File: src/rtl/adder_rr_arbiter_if.sv
// Requester/response bundle for the shared-adder arbiter.
// master = requester side, slave = arbiter side.
interface adder_rr_arbiter_if #(
  parameter int W    = 8,
  parameter int NREQ = 4,
  parameter int IDW  = $clog2(NREQ)
);
  logic [NREQ-1:0]   req_valid;
  logic [NREQ-1:0]   req_ready;
  logic [NREQ*W-1:0] req_a;
  logic [NREQ*W-1:0] req_b;
  logic              resp_valid;
  logic              resp_ready;
  logic [IDW-1:0]    resp_id;
  logic [W:0]        resp_sum;

  modport master (
    output req_valid,
    output req_a,
    output req_b,
    output resp_ready,
    input  req_ready,
    input  resp_valid,
    input  resp_id,
    input  resp_sum
  );

  modport slave (
    input  req_valid,
    input  req_a,
    input  req_b,
    input  resp_ready,
    output req_ready,
    output resp_valid,
    output resp_id,
    output resp_sum
  );
endinterface

File: src/rtl/adder_rr_arbiter.sv
// Round-robin arbiter sharing one combinational adder among NREQ requesters.
// One transaction in flight: IDLE grant -> EXEC add -> RESP hold until taken.
module adder_rr_arbiter #(
  parameter  int W    = 8,
  parameter  int NREQ = 4,
  localparam int IDW  = $clog2(NREQ)
) (
  input  logic              clk,
  input  logic              rst,
  adder_rr_arbiter_if.slave bus,
  output logic [W-1:0]      add_a,
  output logic [W-1:0]      add_b,
  input  logic [W:0]        add_s,
  output logic              busy
);

  typedef enum logic [1:0] {
    IDLE,
    EXEC,
    RESP
  } state_t;

  state_t state;
  state_t state_nx;

  logic [IDW-1:0]  rr_ptr;
  logic [IDW-1:0]  gnt_id;
  logic [IDW-1:0]  cand;
  logic            gnt_any;
  logic            take;
  logic [NREQ-1:0] ready_vec;

  logic [W-1:0]    op_a;
  logic [W-1:0]    op_b;
  logic [W:0]      sum_q;
  logic [IDW-1:0]  id_q;
  logic            vld_q;

  function automatic logic [IDW-1:0] wrap_inc(
    input logic [IDW-1:0] id
  );
    if (int'(id) == NREQ - 1) return '0;
    return id + IDW'(1);
  endfunction

  // Walk rr_ptr, rr_ptr+1, ... and keep the first valid hit.
  always_comb begin
    gnt_any = 1'b0;
    gnt_id  = '0;
    cand    = rr_ptr;
    for (int k = 0; k < NREQ; k++) begin
      if (!gnt_any && bus.req_valid[cand]) begin
        gnt_any = 1'b1;
        gnt_id  = cand;
      end
      cand = wrap_inc(cand);
    end
  end

  always_comb begin
    state_nx  = state;
    take      = 1'b0;
    ready_vec = '0;
    unique case (state)
      IDLE: begin
        if (gnt_any && !rst) begin
          ready_vec = NREQ'(1) << gnt_id;
          take      = 1'b1;
          state_nx  = EXEC;
        end
      end
      EXEC: state_nx = RESP;
      RESP: begin
        if (bus.resp_ready) state_nx = IDLE;
      end
      default: state_nx = IDLE;
    endcase
  end

  always_ff @(posedge clk) begin
    if (rst) state <= IDLE;
    else     state <= state_nx;
  end

  // Operand regs only load on a grant, so the adder inputs stay quiet.
  always_ff @(posedge clk) begin
    if (rst) begin
      rr_ptr <= '0;
      op_a   <= '0;
      op_b   <= '0;
      sum_q  <= '0;
      id_q   <= '0;
      vld_q  <= 1'b0;
    end else begin
      if (take) begin
        op_a   <= bus.req_a[int'(gnt_id)*W +: W];
        op_b   <= bus.req_b[int'(gnt_id)*W +: W];
        id_q   <= gnt_id;
        rr_ptr <= wrap_inc(gnt_id);
      end
      if (state == EXEC) begin
        sum_q <= add_s;
        vld_q <= 1'b1;
      end
      if (state == RESP && bus.resp_ready) begin
        vld_q <= 1'b0;
      end
    end
  end

  assign add_a          = op_a;
  assign add_b          = op_b;
  assign bus.req_ready  = ready_vec;
  assign bus.resp_valid = vld_q;
  assign bus.resp_id    = id_q;
  assign bus.resp_sum   = sum_q;
  assign busy           = (state != IDLE);

endmodule
File: src/flat_wrapper.sv
// flat-port wrapper written by rule: the top's interface ports become plain ports
module adder_rr_arbiter_flat 
#(
  parameter  int W    = 8,
  parameter  int NREQ = 4,
  localparam int IDW  = $clog2(NREQ)
)
  (clk, rst, add_a, add_b, add_s, busy, bus_req_valid, bus_req_a, bus_req_b, bus_resp_ready, bus_req_ready, bus_resp_valid, bus_resp_id, bus_resp_sum);
  adder_rr_arbiter_if #(.W(W), .NREQ(NREQ)) bus_i ();
  input  logic clk;
  input  logic rst;
  output logic [W-1:0] add_a;
  output logic [W-1:0] add_b;
  input  logic [W:0] add_s;
  output logic busy;
  input wire logic [$bits(bus_i.req_valid)-1:0] bus_req_valid;
  input wire logic [$bits(bus_i.req_a)-1:0] bus_req_a;
  input wire logic [$bits(bus_i.req_b)-1:0] bus_req_b;
  input wire logic [$bits(bus_i.resp_ready)-1:0] bus_resp_ready;
  output wire logic [$bits(bus_i.req_ready)-1:0] bus_req_ready;
  output wire logic [$bits(bus_i.resp_valid)-1:0] bus_resp_valid;
  output wire logic [$bits(bus_i.resp_id)-1:0] bus_resp_id;
  output wire logic [$bits(bus_i.resp_sum)-1:0] bus_resp_sum;
  assign bus_i.req_valid = bus_req_valid;
  assign bus_i.req_a = bus_req_a;
  assign bus_i.req_b = bus_req_b;
  assign bus_i.resp_ready = bus_resp_ready;
  assign bus_req_ready = bus_i.req_ready;
  assign bus_resp_valid = bus_i.resp_valid;
  assign bus_resp_id = bus_i.resp_id;
  assign bus_resp_sum = bus_i.resp_sum;
  adder_rr_arbiter #(.W(W), .NREQ(NREQ)) u_core (.clk(clk), .rst(rst), .bus(bus_i), .add_a(add_a), .add_b(add_b), .add_s(add_s), .busy(busy));
endmodule
File: config.mk
export PLATFORM = sky130hd
export DESIGN_NAME = adder_rr_arbiter_flat
export DESIGN_NICKNAME = d
export VERILOG_FILES = /design/src/rtl/adder_rr_arbiter_if.sv /design/src/rtl/adder_rr_arbiter.sv /design/src/flat_wrapper.sv
export SDC_FILE = /design/constraint.sdc
export NUM_CORES = 1
export LEC_CHECK = 0
export CAP_MARGIN = 30
export CORE_MARGIN = 1.5
export CORE_UTILIZATION = 35
export CTS_BUF_LIST = sky130_fd_sc_hd__clkbuf_8 sky130_fd_sc_hd__clkbuf_16
export DETAILED_ROUTE_END_ITERATION = 10
export PLACE_DENSITY = 0.78
export SYNTH_ARGS = -nofsm -noshare
export SYNTH_HDL_FRONTEND = slang
export SYNTH_SLANG_ARGS = --single-unit
File: constraint.sdc
create_clock -name clk -period 3.2 [get_ports clk]
set_input_delay 0.8 -clock clk [delete_from_list [all_inputs] [get_ports clk]]
set_output_delay 0.8 -clock clk [all_outputs]
set_load 0.05 [all_outputs]
==> CHANGELOG.md, run 1 <==
## Flow update

- Outcome: finished, violations left
- Failing checks: negative setup slack
- WHS Endpoint: u_core.bus.resp_sum[8]$_SDFFE_PP0N_
- Clock share of power: under 10%
- Grt ovf: 0
- Max_cap viols: 0
- Remaining antenna violation count: 0
- Synth Seq Share: 30.26%
- OpenROAD warning count: 29
- Critical Path Source Type: register
- Top Layout Cells: 104 x clkdlybuf4s50_1, 30 x mux2i_1, 30 x nand2_1, 30 x buf_4, 30 x dfxtp_1
- Met1 Resource Use GR: 24.47%
- Combinational gates: 178
- Total CTS buffers: 5
- Flop pwr share: 17.5%
- Dpl cell area: approximately 0.0035 mm^2
- Post-Place Worst Slack: -0.5106 ns
- Post-synthesis mux area share: 17.38%
- Power Clock: 297 uW
- Yosys Warn Count: 0
- Signal buffers: 148
- Final worst setup slack: -0.08751 ns
- RSZ-0062 raised after global routing: yes
- Placed cell count: between 400 and 500
- Largest area class, layout: combinational gates
- Most common cell after layout, fill and taps aside: clkdlybuf4s50_1
- Crit end category: output pin
- Period utilisation layout: 102.7%
- Adder share: 1.182%
- Post-route cell area: 0.003717 mm^2
- And+or+nand+nor area frac: 16.13%
- Core region area: 0.005886 mm^2
- Cell Pwr Density: 909.1 mW/mm^2
- Slew @ Worst Pin: between 0.6 and 0.7 ns
- Top cells by count: 32 x dfxtp_1, 31 x nand2_1, 30 x mux2i_1
- Finish-stage setup viols: 4
- Layout Nets: 453
- Setup TNS: -0.2996 ns
- Setup crit start: u_core.rr_ptr[0]$_SDFFE_PP0P_
run_1/final_placement.png
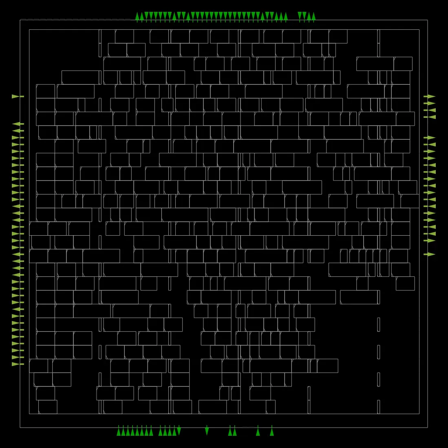
post-layout util: 63.16%
fill count: 517
Well Taps: 75
Rows: 28
Flops: 32

run_1/met3.png
The bar under the picture is 20 um long.
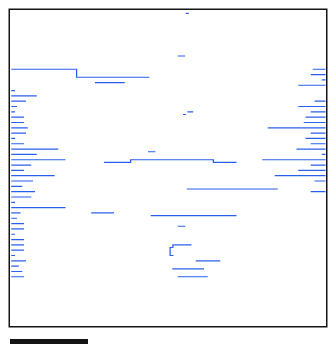
main direction: horizontal
share of all routed wire: 6.4%
longest straight run: 23.0 um
nets with wire on the layer: 68
met3 Usage GRT: 4.831%
Vias: 2319
drt total wl: 6.614 mm

run_1/zoom.png
Region (20, 4) to (60, 44) um. Cells in gray, sequential cells in the stronger gray; small squares are vias.
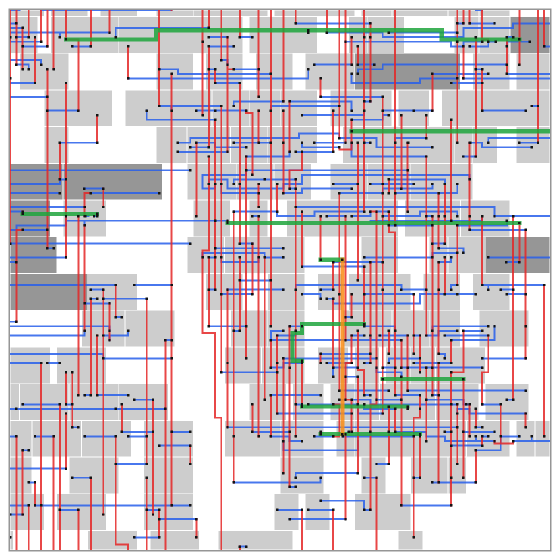
legend:
  red:
    layer: met2
  orange:
    layer: met4
  blue:
    layer: met1
  green:
    layer: met3
cells with their middle in the window: 112
most frequent: buf_4 (20), mux2i_1 (10), clkdlybuf4s50_1 (10)
sequential cells in the window: 5
netlist names of flops here include: u_core.add_a (2)

run_1/clock_map.png
The bar under the picture is 20 um long.
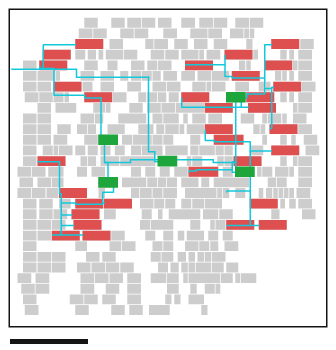

==> inputs of run 2 (changes only) <==
Settings changed: CORE_UTILIZATION 35 to 30, PLACE_DENSITY 0.78 to 0.69.
run_2/clock_map.png
The bar under the picture is 20 um long.
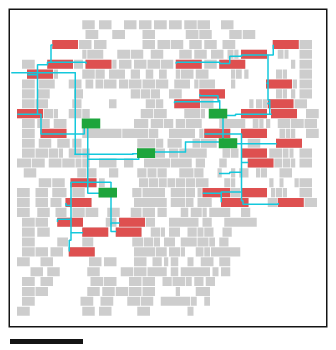
legend:
  cyan:
    item: clock wires
    length: 425 um
  green:
    item: cells driving clock nets
    count: 5
  red:
    item: flip-flops
    count: 32
routed clock nets: 6

run_2/metal_stack.png
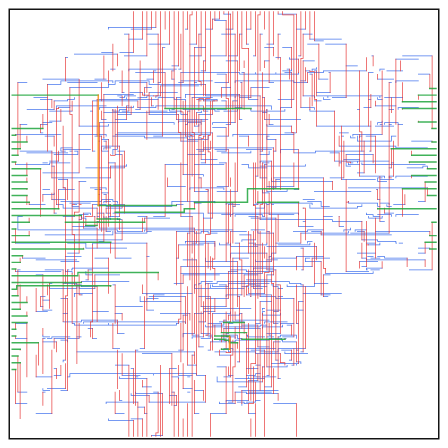
legend:
  green:
    layer: met3
    wire_length: 422 um
  red:
    layer: met2
    wire_length: 3420 um
  blue:
    layer: met1
    wire_length: 2780 um
  orange:
    layer: met4
    wire_length: 25.1 um
Total GRT Usage: 18.15%
drt total wl: 6.652 mm

==> CHANGELOG.md, run 2 <==
## Flow update

- Setup TNS: -0.3946 ns
- Rows: 30
- Critical Path Source Type: input port
- Largest area class, layout: combinational gates
- Adder share: 1.182%
- Most common cell after layout, fill and taps aside: clkdlybuf4s50_1
- Flop pwr share: 16.7%
- Crit end category: output pin
- OpenROAD warning count: 29
- Power Clock: 371 uW
- Grt ovf: 0
- Fill count: between 600 and 700
- Period utilisation layout: 103.7%
- Remaining antenna violation count: 0
- Final worst setup slack: -0.1180 ns
- Outcome: finished, violations left
- And+or+nand+nor area frac: 16.13%
- Clock share of power: 10.6%
- Post-synthesis mux area share: 17.38%
- Yosys Warn Count: 0
- Placed cell count: between 400 and 500
- Cell Pwr Density: 922.4 mW/mm^2
- Signal buffers: between 100 and 150
- Post-layout util: 56.00%
- Well Taps: 96
- Total CTS buffers: 5
- Slew @ Worst Pin: 0.6422 ns
- Combinational gates: 178
- Failing checks: negative setup slack
- Finish-stage setup viols: 4
- Vias: 2267
- Layout Nets: 454
- Met3 Usage GRT: 5.213%
Power figures rest on the tool's default switching activity, not on a simulated workload.
